--- config.mk ---
export PLATFORM = sky130hd
export DESIGN_NAME = axi_lite_master_flat
export DESIGN_NICKNAME = d
export VERILOG_FILES = /design/src/rtl/axi_lite_master_if.sv /design/src/rtl/axi_lite_master.sv /design/src/flat_wrapper.sv
export SDC_FILE = /design/constraint.sdc
export NUM_CORES = 1
export LEC_CHECK = 0
export CORE_MARGIN = 2
export CORE_UTILIZATION = 35
export CTS_CLUSTER_DIAMETER = 200
export DETAILED_ROUTE_END_ITERATION = 10
export PLACE_DENSITY = 0.79
export SLEW_MARGIN = 15
export SYNTH_ARGS = -nofsm -noshare
export SYNTH_HDL_FRONTEND = slang
export SYNTH_SLANG_ARGS = --single-unit
export TNS_END_PERCENT = 5
--- constraint.sdc ---
create_clock -name clk -period 3.5 [get_ports clk]
set_input_delay 0.7 -clock clk [delete_from_list [all_inputs] [get_ports clk]]
set_output_delay 0.7 -clock clk [all_outputs]
set_load 0.01 [all_outputs]
--- src/rtl/axi_lite_master_if.sv ---
// axi_lite_if: AXI4-Lite channel bundle (AR/R/AW/W/B) with 32-bit address
// and data. The master modport is used by axi_lite_master; the slave
// modport faces CLINT, UART and other peripherals behind the crossbar.
interface axi_lite_if;
    logic [31:0] araddr;
    logic        arvalid;
    logic        arready;

    logic [31:0] rdata;
    logic [1:0]  rresp;
    logic        rvalid;
    logic        rready;

    logic [31:0] awaddr;
    logic        awvalid;
    logic        awready;

    logic [31:0] wdata;
    logic [3:0]  wstrb;
    logic        wvalid;
    logic        wready;

    logic [1:0]  bresp;
    logic        bvalid;
    logic        bready;

    modport master (
        output araddr, arvalid, input arready,
        input  rdata, rresp, rvalid, output rready,
        output awaddr, awvalid, input awready,
        output wdata, wstrb, wvalid, input wready,
        input  bresp, bvalid, output bready
    );

    modport slave (
        input  araddr, arvalid, output arready,
        output rdata, rresp, rvalid, input rready,
        input  awaddr, awvalid, output awready,
        input  wdata, wstrb, wvalid, output wready,
        output bresp, bvalid, input bready
    );
endinterface

--- src/rtl/axi_lite_master.sv ---
// axi_lite_master: turns one LSU load/store request at a time into an
// AXI4-Lite read or write and returns read data plus an error flag.
// Every AXI valid/ready and every rsp_* output is decoded from registered
// state, so no input reaches an output combinationally.
// Optional watchdog: define AXI_MASTER_TIMEOUT_EN to abort a stalled
// transaction after TIMEOUT_CYCLES cycles (simulation debug aid).
module axi_lite_master #(
    parameter int TIMEOUT_CYCLES = 1024
) (
    input  logic        clk,
    input  logic        reset,

    input  logic        req_valid,
    output logic        req_ready,
    input  logic        req_we,
    input  logic [31:0] req_addr,
    input  logic [31:0] req_wdata,
    input  logic [3:0]  req_wstrb,

    output logic        rsp_valid,
    input  logic        rsp_ready,
    output logic [31:0] rsp_rdata,
    output logic        rsp_err,

    axi_lite_if.master  m
);

    typedef enum logic [2:0] {
        IDLE,
        RD_ADDR,
        RD_DATA,
        WR_REQ,
        WR_RESP,
        RESP
    } state_t;

    state_t      state, state_next;

    logic [31:0] addr_q, wdata_q;
    logic [3:0]  wstrb_q;
    logic        load_req;

    logic [31:0] rdata_q, rdata_next;
    logic        err_q, err_next;

    // Sticky per-channel handshake flags while in WR_REQ.
    logic        aw_done, aw_done_next;
    logic        w_done, w_done_next;

    // A zero or negative limit would make the watchdog meaningless.
    if (TIMEOUT_CYCLES < 1) begin : g_timeout_check
        $error("axi_lite_master: TIMEOUT_CYCLES must be at least 1");
    end

`ifdef AXI_MASTER_TIMEOUT_EN
    logic [31:0] to_cnt;
    logic        waiting;
    logic        timeout_hit;
    logic        timeout_fire;

    assign waiting     = (state != IDLE) && (state != RESP);
    assign timeout_hit = waiting && (to_cnt == 32'(TIMEOUT_CYCLES - 1));
`endif

    // Next-state, response capture and write-flag tracking.
    // NOTE: every signal written here gets a default first; a path that
    // leaves one unassigned would infer a latch.
    always_comb begin
        state_next   = state;
        rdata_next   = rdata_q;
        err_next     = err_q;
        aw_done_next = aw_done;
        w_done_next  = w_done;
        load_req     = 1'b0;
`ifdef AXI_MASTER_TIMEOUT_EN
        timeout_fire = 1'b0;
`endif

        case (state)
            IDLE: begin
                if (req_valid) begin
                    load_req   = 1'b1;
                    state_next = req_we ? WR_REQ : RD_ADDR;
                end
            end
            RD_ADDR: begin
                if (m.arready) begin
                    state_next = RD_DATA;
                end
            end
            RD_DATA: begin
                if (m.rvalid) begin
                    rdata_next = m.rdata;
                    err_next   = (m.rresp != 2'b00);
                    state_next = RESP;
                end
            end
            WR_REQ: begin
                // awvalid/wvalid are high exactly while their flag is clear,
                // so a ready on either channel here completes its handshake.
                aw_done_next = aw_done | m.awready;
                w_done_next  = w_done  | m.wready;
                if (aw_done_next && w_done_next) begin
                    aw_done_next = 1'b0;
                    w_done_next  = 1'b0;
                    state_next   = WR_RESP;
                end
            end
            WR_RESP: begin
                if (m.bvalid) begin
                    err_next   = (m.bresp != 2'b00);
                    rdata_next = 32'h0;
                    state_next = RESP;
                end
            end
            RESP: begin
                if (rsp_ready) begin
                    state_next = IDLE;
                end
            end
            default: begin
                state_next = IDLE;
            end
        endcase

`ifdef AXI_MASTER_TIMEOUT_EN
        // A handshake landing on the limit cycle still wins; only a state
        // that would otherwise stay put is aborted.
        if (timeout_hit && (state_next == state)) begin
            timeout_fire = 1'b1;
            state_next   = RESP;
            err_next     = 1'b1;
            rdata_next   = 32'h0;
            aw_done_next = 1'b0;
            w_done_next  = 1'b0;
        end
`endif
    end

    // Control state and response registers.
    // NOTE: sequential state uses non-blocking assignments so every
    // register samples pre-edge values, independent of statement order.
    always_ff @(posedge clk) begin
        if (reset) begin
            state   <= IDLE;
            rdata_q <= 32'h0;
            err_q   <= 1'b0;
            aw_done <= 1'b0;
            w_done  <= 1'b0;
        end else begin
            state   <= state_next;
            rdata_q <= rdata_next;
            err_q   <= err_next;
            aw_done <= aw_done_next;
            w_done  <= w_done_next;
        end
    end

    // Request capture.
    // NOTE: these datapath registers have no reset; they are only observed
    // on the bus while a valid decoded from the reset state is high.
    always_ff @(posedge clk) begin
        if (load_req) begin
            addr_q  <= req_addr;
            wdata_q <= req_wdata;
            wstrb_q <= req_wstrb;
        end
    end

`ifdef AXI_MASTER_TIMEOUT_EN
    // Watchdog counter: restarts on every state change, counts while waiting.
    always_ff @(posedge clk) begin
        if (reset) begin
            to_cnt <= 32'h0;
        end else if (state_next != state) begin
            to_cnt <= 32'h0;
        end else if (waiting) begin
            to_cnt <= to_cnt + 32'h1;
        end
    end

    // Debug report when the watchdog aborts a transaction.
    always_ff @(posedge clk) begin
        if (!reset && timeout_fire) begin
            $error("axi_lite_master: AXI transaction to 0x%08h timed out", addr_q);
        end
    end
`endif

    // Output decode from registered state and flags only.
    always_comb begin
        req_ready = (state == IDLE);
        rsp_valid = (state == RESP);
        rsp_rdata = rdata_q;
        rsp_err   = err_q;

        m.arvalid = (state == RD_ADDR);
        m.araddr  = addr_q;
        m.rready  = (state == RD_DATA);

        m.awvalid = (state == WR_REQ) && !aw_done;
        m.awaddr  = addr_q;
        m.wvalid  = (state == WR_REQ) && !w_done;
        m.wdata   = wdata_q;
        m.wstrb   = wstrb_q;
        m.bready  = (state == WR_RESP);
    end

endmodule

--- src/flat_wrapper.sv ---
// flat-port wrapper written by rule: the top's interface ports become plain ports
module axi_lite_master_flat 
#(
    parameter int TIMEOUT_CYCLES = 1024
)
  (clk, reset, req_valid, req_ready, req_we, req_addr, req_wdata, req_wstrb, rsp_valid, rsp_ready, rsp_rdata, rsp_err, m_araddr, m_arvalid, m_arready, m_rdata, m_rresp, m_rvalid, m_rready, m_awaddr, m_awvalid, m_awready, m_wdata, m_wstrb, m_wvalid, m_wready, m_bresp, m_bvalid, m_bready);
  axi_lite_if m_i ();
  input  logic clk;
  input  logic reset;
  input  logic req_valid;
  output logic req_ready;
  input  logic req_we;
  input  logic [31:0] req_addr;
  input  logic [31:0] req_wdata;
  input  logic [3:0] req_wstrb;
  output logic rsp_valid;
  input  logic rsp_ready;
  output logic [31:0] rsp_rdata;
  output logic rsp_err;
  output wire logic [$bits(m_i.araddr)-1:0] m_araddr;
  output wire logic [$bits(m_i.arvalid)-1:0] m_arvalid;
  input wire logic [$bits(m_i.arready)-1:0] m_arready;
  input wire logic [$bits(m_i.rdata)-1:0] m_rdata;
  input wire logic [$bits(m_i.rresp)-1:0] m_rresp;
  input wire logic [$bits(m_i.rvalid)-1:0] m_rvalid;
  output wire logic [$bits(m_i.rready)-1:0] m_rready;
  output wire logic [$bits(m_i.awaddr)-1:0] m_awaddr;
  output wire logic [$bits(m_i.awvalid)-1:0] m_awvalid;
  input wire logic [$bits(m_i.awready)-1:0] m_awready;
  output wire logic [$bits(m_i.wdata)-1:0] m_wdata;
  output wire logic [$bits(m_i.wstrb)-1:0] m_wstrb;
  output wire logic [$bits(m_i.wvalid)-1:0] m_wvalid;
  input wire logic [$bits(m_i.wready)-1:0] m_wready;
  input wire logic [$bits(m_i.bresp)-1:0] m_bresp;
  input wire logic [$bits(m_i.bvalid)-1:0] m_bvalid;
  output wire logic [$bits(m_i.bready)-1:0] m_bready;
  assign m_araddr = m_i.araddr;
  assign m_arvalid = m_i.arvalid;
  assign m_i.arready = m_arready;
  assign m_i.rdata = m_rdata;
  assign m_i.rresp = m_rresp;
  assign m_i.rvalid = m_rvalid;
  assign m_rready = m_i.rready;
  assign m_awaddr = m_i.awaddr;
  assign m_awvalid = m_i.awvalid;
  assign m_i.awready = m_awready;
  assign m_wdata = m_i.wdata;
  assign m_wstrb = m_i.wstrb;
  assign m_wvalid = m_i.wvalid;
  assign m_i.wready = m_wready;
  assign m_i.bresp = m_bresp;
  assign m_i.bvalid = m_bvalid;
  assign m_bready = m_i.bready;
  axi_lite_master #(.TIMEOUT_CYCLES(TIMEOUT_CYCLES)) u_core (.clk(clk), .reset(reset), .req_valid(req_valid), .req_ready(req_ready), .req_we(req_we), .req_addr(req_addr), .req_wdata(req_wdata), .req_wstrb(req_wstrb), .rsp_valid(rsp_valid), .rsp_ready(rsp_ready), .rsp_rdata(rsp_rdata), .rsp_err(rsp_err), .m(m_i));
endmodule
==> Slide: Implementation Results, run 1 <==
Flow Results at a Glance

Route
  – M1 WL: 3838 um
  – Met3 wire length: 891 um
  – Via count: 2913
  – DR top layer: met4
  – Drt via density: 4.624
  – WL/cell: 16.73 um
  – Met2 WL: 5593 um
  – Initial DRC count: 141
  – Residual DRC: 0
  – 1st-pass router iterations: 4
  – ANT nets after route: 0

Synth
  – Count of library flops with an enable pin: 68
  – XORs/XNORs by Area: 0%
  – Flops after synth: 106
  – Top_reg_cell synth: edfxtp_1
  – Cell accounting for the most synthesized area: edfxtp_1
  – Logic family by area: buffers and inverters
  – Synth warnings: 0
  – Adder Area Share: 0%
  – Most common cell in the netlist: edfxtp_1
  – Unique masters post-synth: 29
  – Area leader share: 53.63%
  – Cells after Synth: 265
  – Yosys cell count: 265
  – Yosys synthesis chip area: 0.003807 mm2
  – Commonest cells in the netlist: 68 x edfxtp_1, 41 x nor2_1, 38 x dfxtp_1
  – Biggest area cells: edfxtp_1 54%, dfxtp_1 20%, buf_4 6.5%
  – Async S/R FF share, synth: 0%
  – Synthesized area: 0.003807 mm2
  – Post-Synth Simple-Gate Area: 7.558%
  – Synth mux share: 1.314%
  – Synthesized Nets: 379
  – Synthesized area per cell: 14.37 um2
  – Sequential fraction of the synthesis area: 73.61%

Layout
  – Logic area: 671.9 um2
  – Most frequent cells in the layout: 253 x clkdlybuf4s50_1, 68 x edfxtp_1, 41 x nor2_1
  – Cell area after layout: 0.006386 mm2
  – Final #Nets: 600
  – Signal buf overhead: 40.20%
  – Non-clk invs: 2
  – Clk_buf instances: 11
  – #MultiIn Comb: 111
  – Sequential cell area: 0.002803 mm2
  – Filler cells: 864
  – Commonest Layout Cell: clkdlybuf4s50_1
  – Largest cell class: flip-flops and latches
  – Layout clock area frac: 2.527%
  – Post-Layout Cell Count: 630
  – Area Overhead vs Synth: 67.73%
  – Buffers excl. clock: 256
  – # diodes: 0
  – Comb area share: 10.52%
  – Sequential cell area share: 43.89%

Critical path
  – FF-to-FF path depth: 4
  – Buffers and inverters on the worst path: 1
  – CP max-delay cell: dfxtp_1
  – RR Startpoint: u_core.state[2]$_SDFFE_PP0P_
  – Worst path cell trace: nand2_1, nor2_1, clkdlybuf4s50_1
  – Critical path peak fanout: 17
  – Worst stage delay on the critical path: 0.74 ns
  – Worst Path Required: 2.80 ns
  – Flop-to-flop setup slack: 1.47 ns
  – CP Capture Point: m_awvalid
  – Cell depth of the worst setup path: 3
  – Startpoint Class: register
  – WS Path Type: reg2out
  – Worst r2r dst: u_core.rsp_rdata[16]$_SDFFE_PP0P_
  – Crit. End Element: output port
  – Worst EP arrival: 2.00 ns
  – Crit-path leading delay family: flip-flops
  – Critical Path Start: u_core.state[0]$_SDFFE_PP0P_

Die
  – Fp util: 35.43%
  – Well Taps: 140
  – IO Pins: 254
  – Die ar.: 0.01173 mm2
  – Core area: 0.01075 mm2
  – DIE WIDTH: 108.3 um
  – Die H: 108.3 um
  – Rows: 38

Timing
  – Fmax: 0.3707 GHz
  – Slew Limit Fails: 0
  – RSZ-0062 raised after global routing: false
  – Skew final: 0.01160 ns
  – Worst-margin pin slew: 1.023 ns
  – Fin crit period: 2.697 ns
  – # setup viols final: 0
  – Fin Hold WS: 0.4563 ns
  – Final Hold Vio Count: 0
  – Period utilization: 77.07%
  – Final WS setup: 0.8026 ns
  – Setup TNS: 0 ns
  – Slew margin rel.: 31.79%

Power
  – Share of power burned in registers: 49.6%
  – P per Cell Area: 533.3 mW/mm2
  – Total power draw: 3.406 mW
  – Clock power frac: 19.2%
  – Combinational Power: 1.06 mW
  – VDD IR max: 241.4 uV
  – Sw Ratio: 28.27%
  – Logic pwr share: 31.2%
  – Pint: 2.443 mW
  – Clk pwr: 655 uW
  – P_seq: 1.69 mW
  – Leak: 2.220 nW

Flow run
  – Tool warnings: 26
  – Number of max-cap violations: 0

Clock tree
  – CTS tree: done
  – Postcts setup bufs: 0
  – H-tree depth: 3
  – CTS Hold Bufs: 0
  – Clock slew at reported path FFs: 0.09 ns
  – Root buf cell: clkbuf_8
  – Clk buf depth: 2

Place
  – Placed cells: 615
  – Setup WS pre-CTS: 1.026 ns
  – Hpwl dp: 8042 um
  – GP Congestion: 0.7954
  – Port bufs: 253
  – Post-placement cell area: 0.006225 mm2

Global routing
  – Global route hottest layer: met2
  – Largest net degree at the start of global routing: 69
  – Vias in the first global route: 2853
  – Initial antenna violation count: 0
  – Gr usage total: 17.16%
  – Grt total ovfl: 0
  – GR Layer Usage met3: 4.461%
  – Grt met2 use: 31.72%
  – GR Util met1: 18.47%
  – Global-route wire length before repair: 15040 um

Min path
  – Hold Startpoint: u_core.rsp_err$_SDFFE_PP0P_
  – Hold endpoint: u_core.rsp_err$_SDFFE_PP0P_
  – Hold depth: 2
  – HP Class: reg2reg

Outcome
  – Status: complete, no violations
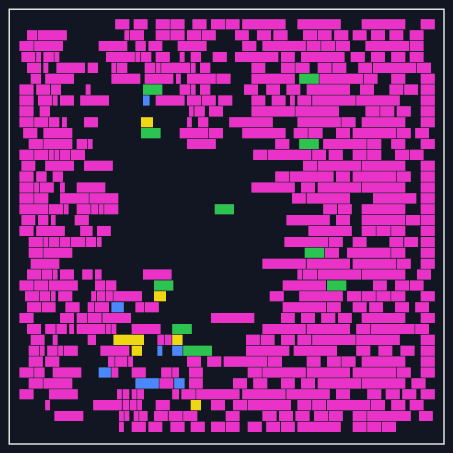
run_1/sizes.png
Drawn at 4 px/um.
| size | colour | cells |
|---|---|---|
| _3 and _4 cells | yellow | 6 |
| _2 cells | blue | 7 |
| _0 and _1 cells | magenta | 467 |
| _6 and larger | green | 10 |

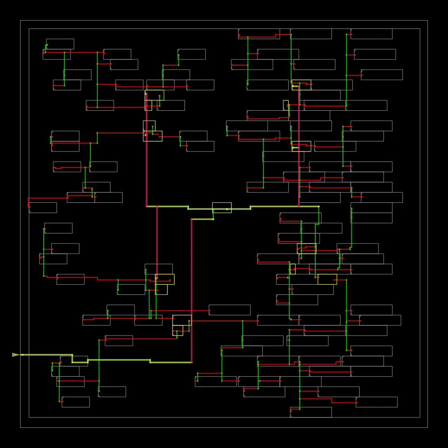
run_1/clocks.png
flop count: 106
clk_lat worst skew: 0.36 ns
CTS buffer count: 9
Sink Count: 106

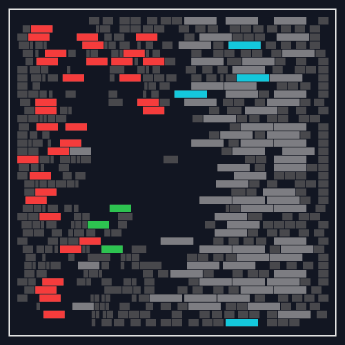
run_1/flops_by_reg.png
Drawn at 3 px/um.
| signal | colour | flops |
|---|---|---|
| `u_core.m.wstrb` | cyan | 4 |
| `u_core.rsp_rdata` | red | 32 |
| `u_core.state` | green | 3 |

run_1/layer_met3.png
Drawn at 4 px/um.
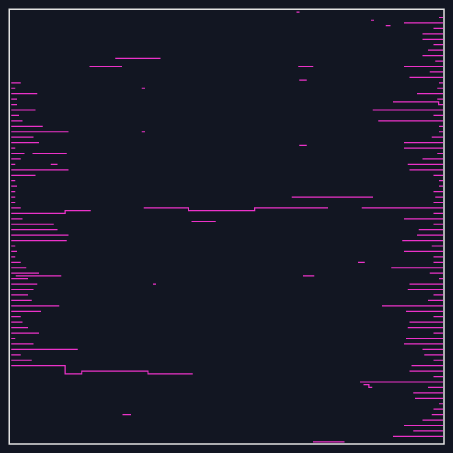

--- run 2 (diff from run 1) ---
==> constraint.sdc (replaced) <==
create_clock -name clk -period 2.8 [get_ports clk]
set_input_delay 0.56 -clock clk [delete_from_list [all_inputs] [get_ports clk]]
set_output_delay 0.56 -clock clk [all_outputs]
set_load 0.01 [all_outputs]
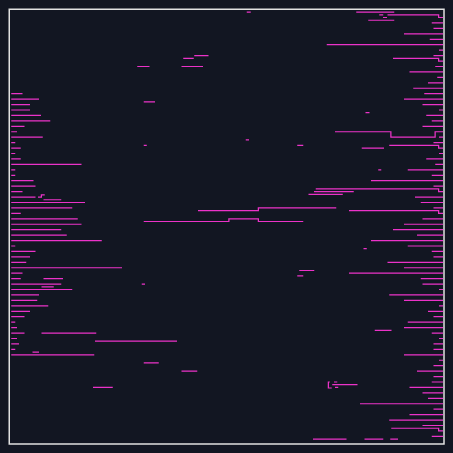
run_2/layer_met3.png
Drawn at 4 px/um.
share of all routed wire: 10%
main direction: horizontal
via count: 2945
final wirelength: 10720 um
GR Layer Usage met3: 6.691%

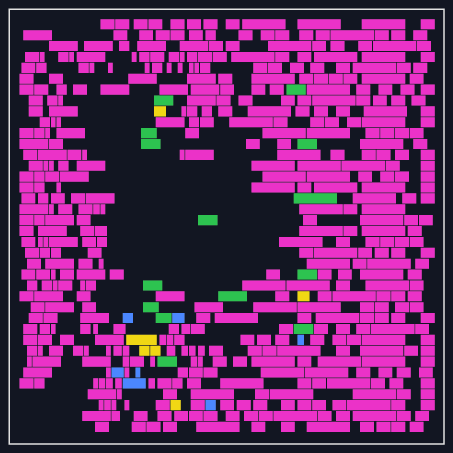
run_2/sizes.png
Drawn at 4 px/um.
| size | colour | cells |
|---|---|---|
| _2 cells | blue | 7 |
| _6 and larger | green | 14 |
| _0 and _1 cells | magenta | 465 |
| _3 and _4 cells | yellow | 6 |

==> Slide: Implementation Results, run 2 <==
Flow Results at a Glance

Outcome
  – Status: complete, no violations

Place
  – Placed cells: 616 (+0.16%)
  – Port bufs: 253 (unchanged)
  – GP Congestion: 0.7950 (about the same)

Min path
  – Hold depth: 2 (unchanged)
  – HP Class: reg2reg
  – Hold endpoint: u_core.rsp_err$_SDFFE_PP0P_
  – Hold Startpoint: u_core.rsp_err$_SDFFE_PP0P_

Die
  – Die ar.: 0.01173 mm2 (unchanged)
  – Core area: 0.01075 mm2 (unchanged)

Critical path
  – FF-to-FF path depth: 4 (unchanged)
  – Worst path cell trace: nand2b_1, nor2_1, clkdlybuf4s50_1
  – Worst EP arrival: 1.96 ns (-0.04 ns)
  – Worst stage delay on the critical path: 0.65 ns (-0.09 ns)
  – CP Capture Point: m_bready
  – Crit. End Element: output port

Synth
  – Yosys cell count: 265 (unchanged)
  – Biggest area cells: edfxtp_1 54%, dfxtp_1 20%, buf_4 6.5%
  – Most common cell in the netlist: edfxtp_1
  – Yosys synthesis chip area: 0.003807 mm2 (unchanged)
  – Flops after synth: 106 (unchanged)
  – Synthesized Nets: 379 (unchanged)
  – Synthesized area per cell: 14.37 um2 (unchanged)
  – XORs/XNORs by Area: 0% (unchanged)
  – Synthesized area: 0.003807 mm2 (unchanged)
  – Count of library flops with an enable pin: 68 (unchanged)
  – Post-Synth Simple-Gate Area: 7.558% (unchanged)
  – Cell accounting for the most synthesized area: edfxtp_1

Global routing
  – Initial antenna violation count: 0 (unchanged)
  – Grt total ovfl: 0 (unchanged)
  – Vias in the first global route: 2888 (+1.2%)

Power
  – Clk pwr: 990 uW (+51%)
  – Clock power frac: 22.3% (+3.1 points)
  – Pint: 3.170 mW (+30%)
  – P per Cell Area: 688.8 mW/mm2 (+29%)

Timing
  – RSZ-0062 raised after global routing: false
  – Slew Limit Fails: 0 (unchanged)
  – Slew margin rel.: 28.85% (-2.9 points)
  – Skew final: 0.01353 ns (+0.001927 ns)
  – Fin Hold WS: 0.4674 ns (+0.01105 ns)
  – Setup TNS: 0 ns (unchanged)
  – Period utilization: 90.10%

Route
  – Initial DRC count: 180 (+28%)
  – M1 WL: 3588 um (-6.5%)
  – ANT nets after route: 0 (unchanged)
  – DR top layer: met4
  – 1st-pass router iterations: 5 (+1)

Layout
  – Buffers excl. clock: 257 (+0.39%)
  – Non-clk invs: 2 (unchanged)
  – Logic area: 671.9 um2 (unchanged)
  – Sequential cell area share: 43.50% (-0.38 points)
  – Final #Nets: 601 (+0.17%)
  – Filler cells: 867 (+0.35%)
  – Sequential cell area: 0.002803 mm2 (unchanged)
  – Most frequent cells in the layout: 253 x clkdlybuf4s50_1, 68 x edfxtp_1, 41 x nor2_1
  – Largest cell class: flip-flops and latches
  – #MultiIn Comb: 111 (unchanged)
  – Signal buf overhead: 39.97% (-0.23 points)
  – Clk_buf instances: 9 (-2)

Clock tree
  – Clk_lat worst skew: 0.37 ns (about the same)
  – Sink Count: 106 (unchanged)
  – Root buf cell: clkbuf_8
  – CTS Hold Bufs: 0 (unchanged)
  – Postcts setup bufs: 0 (unchanged)
  – Clk buf depth: 2 (unchanged)
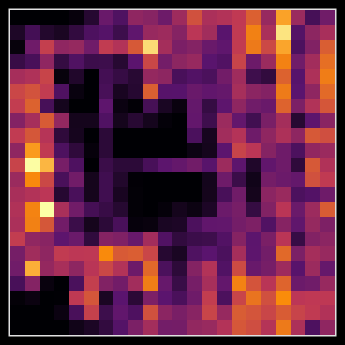
run_2/metal_density.png
Drawn at 3 px/um. 22 x 22 tiles, from black (low) to pale yellow (high), scaled to the fullest tile. Values are wire area over tile area, all layers added.
mean over tiles: 0.15
fullest tile: 0.50
emptiest ninth of the die: middle
nearly empty tiles: 11%
tiles over half the peak: 19%
gr usage total: 17.43%
WL/cell: 16.96 um

run_2/clocks.png
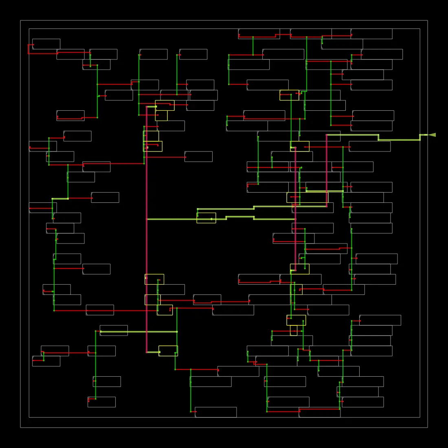

--- run 3 (diff from run 2) ---
--- a/config.mk
+++ b/config.mk
@@ -6,10 +6,10 @@
 export NUM_CORES = 1
 export LEC_CHECK = 0
 export CORE_MARGIN = 2
-export CORE_UTILIZATION = 35
+export CORE_UTILIZATION = 32
 export CTS_CLUSTER_DIAMETER = 200
 export DETAILED_ROUTE_END_ITERATION = 10
-export PLACE_DENSITY = 0.79
+export PLACE_DENSITY = 0.76
 export SLEW_MARGIN = 15
 export SYNTH_ARGS = -nofsm -noshare
 export SYNTH_HDL_FRONTEND = slang
==> constraint.sdc (replaced) <==
create_clock -name clk -period 2.05 [get_ports clk]
set_input_delay 0.41 -clock clk [delete_from_list [all_inputs] [get_ports clk]]
set_output_delay 0.41 -clock clk [all_outputs]
set_load 0.01 [all_outputs]
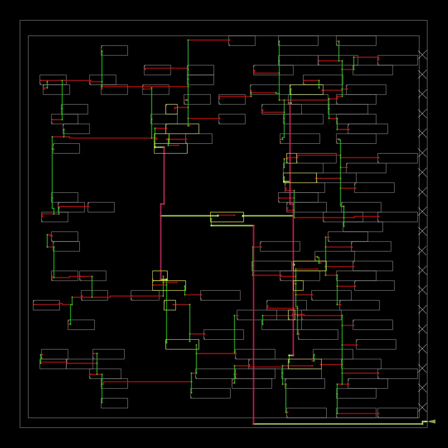
run_3/clocks.png
clk_buf instances: 9
skew final: 0.006998 ns
clk_lat worst skew: 0.34 ns

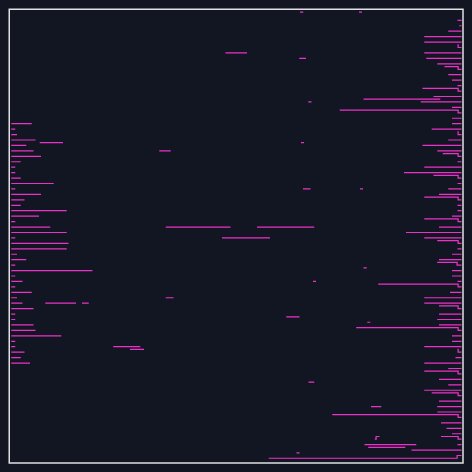
run_3/layer_met3.png
Drawn at 4 px/um.
nets with wire on the layer: 141
wire length on this layer: 884 um
share of all routed wire: 8.4%
main direction: horizontal
via count: 2942
GR Layer Usage met3: 3.642%
final wirelength: 10570 um

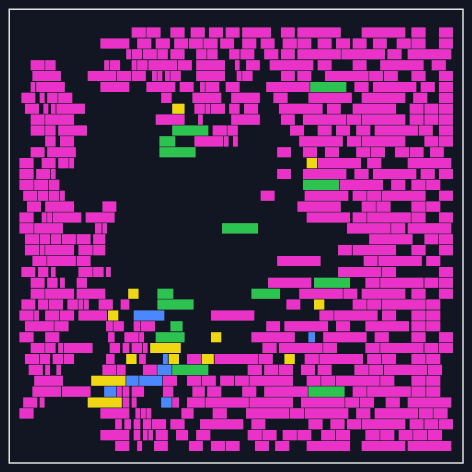
run_3/sizes.png
Drawn at 4 px/um.
| size | colour | cells |
|---|---|---|
| _6 and larger | green | 14 |
| _2 cells | blue | 8 |
| _3 and _4 cells | yellow | 13 |
| _0 and _1 cells | magenta | 461 |

==> Slide: Implementation Results, run 3 <==
Flow Results at a Glance

Outcome
  – Status: complete, but fails checks
  – Failing checks: DRC

Power
  – Clk pwr: 1.65 mW (+67%)
  – Pint: 4.615 mW (+46%)
  – Clock power frac: 25.8% (+3.5 points)
  – Top Consumer: registers
  – P_seq: 2.86 mW
  – P per Cell Area: 972.0 mW/mm2 (+41%)

Synth
  – Cell accounting for the most synthesized area: edfxtp_1
  – Yosys cell count: 265 (unchanged)
  – XORs/XNORs by Area: 0% (unchanged)
  – AO/OA Area Share: 8.741%
  – Count of library flops with an enable pin: 68 (unchanged)
  – Biggest area cells: edfxtp_1 54%, dfxtp_1 20%, buf_4 6.5%
  – Top_reg_cell synth: edfxtp_1
  – Synthesized area: 0.003807 mm2 (unchanged)
  – Most common cell in the netlist: edfxtp_1
  – Yosys synthesis chip area: 0.003807 mm2 (unchanged)
  – Synthesized Nets: 379 (unchanged)
  – Post-Synth Simple-Gate Area: 7.558% (unchanged)
  – Flops after synth: 106 (unchanged)
  – Synthesized area per cell: 14.37 um2 (unchanged)

Flow run
  – Number of max-cap violations: 0

Layout
  – Sequential cell area: 0.002811 mm2 (+0.31%)
  – Non-clk invs: 2 (unchanged)
  – Signal buf overhead: 39.75% (-0.22 points)
  – #MultiIn Comb: 111 (unchanged)
  – Buffers excl. clock: 261 (+1.6%)
  – Most frequent cells in the layout: 247 x clkdlybuf4s50_1, 68 x edfxtp_1, 41 x nor2_1
  – Flop count: 106
  – Filler cells: 955 (+10%)
  – Final core occ: 57.09%
  – Final #Nets: 605 (+0.67%)
  – Sequential cell area share: 42.76% (-0.74 points)
  – Logic area: 678.2 um2 (+0.93%)
  – Cell area after layout: 0.006575 mm2
  – Largest cell class: flip-flops and latches

Place
  – GP Congestion: 0.8389 (+5.5%)
  – Port bufs: 253 (unchanged)
  – Placed cells: 623 (+1.1%)

Critical path
  – Worst EP arrival: 1.50 ns (-0.46 ns)
  – Worst Path Required: 1.64 ns
  – Worst stage delay on the critical path: 0.58 ns (-0.07 ns)
  – Crit-path leading delay family: buffers and inverters
  – Worst path cell trace: nor3_2, clkdlybuf4s50_1
  – CP Capture Point: req_ready
  – Crit. End Element: output port
  – FF-to-FF path depth: 6 (+2)
  – Startpoint Class: register

Route
  – DR top layer: met4
  – Initial DRC count: 141 (-22%)
  – M1 WL: 3800 um (+5.9%)
  – ANT nets after route: 0 (unchanged)
  – Residual DRC: 19
  – 1st-pass router iterations: 9 (+4)

Min path
  – Hold depth: 2 (unchanged)
  – Hold Startpoint: u_core.rsp_err$_SDFFE_PP0P_
  – Hold endpoint: u_core.rsp_err$_SDFFE_PP0P_
  – HP Class: reg2reg

Clock tree
  – CTS Hold Bufs: 0 (unchanged)
  – Postcts setup bufs: 0 (unchanged)
  – Root buf cell: clkbuf_16
  – Clk buf depth: 2 (unchanged)
  – Sink Count: 106 (unchanged)

Timing
  – Setup TNS: 0 ns (unchanged)
  – RSZ-0062 raised after global routing: false
  – Slew margin rel.: 77.36% (+49 points)
  – Slew Limit Fails: 0 (unchanged)
  – Period utilization: 93.20%
  – Fin Hold WS: 0.4555 ns (-0.01189 ns)

Global routing
  – Initial antenna violation count: 0 (unchanged)
  – Grt total ovfl: 0 (unchanged)
  – Grt met2 use: 28.50%
  – Largest net degree at the start of global routing: 35
  – Gr usage total: 15.89% (-1.5 points)
  – Vias in the first global route: 2945 (+2.0%)

Die
  – DIE WIDTH: 113.1 um
  – Core area: 0.01152 mm2 (+7.2%)
  – Die ar.: 0.01279 mm2 (+9.0%)
Power and IR drop assume default switching activity.
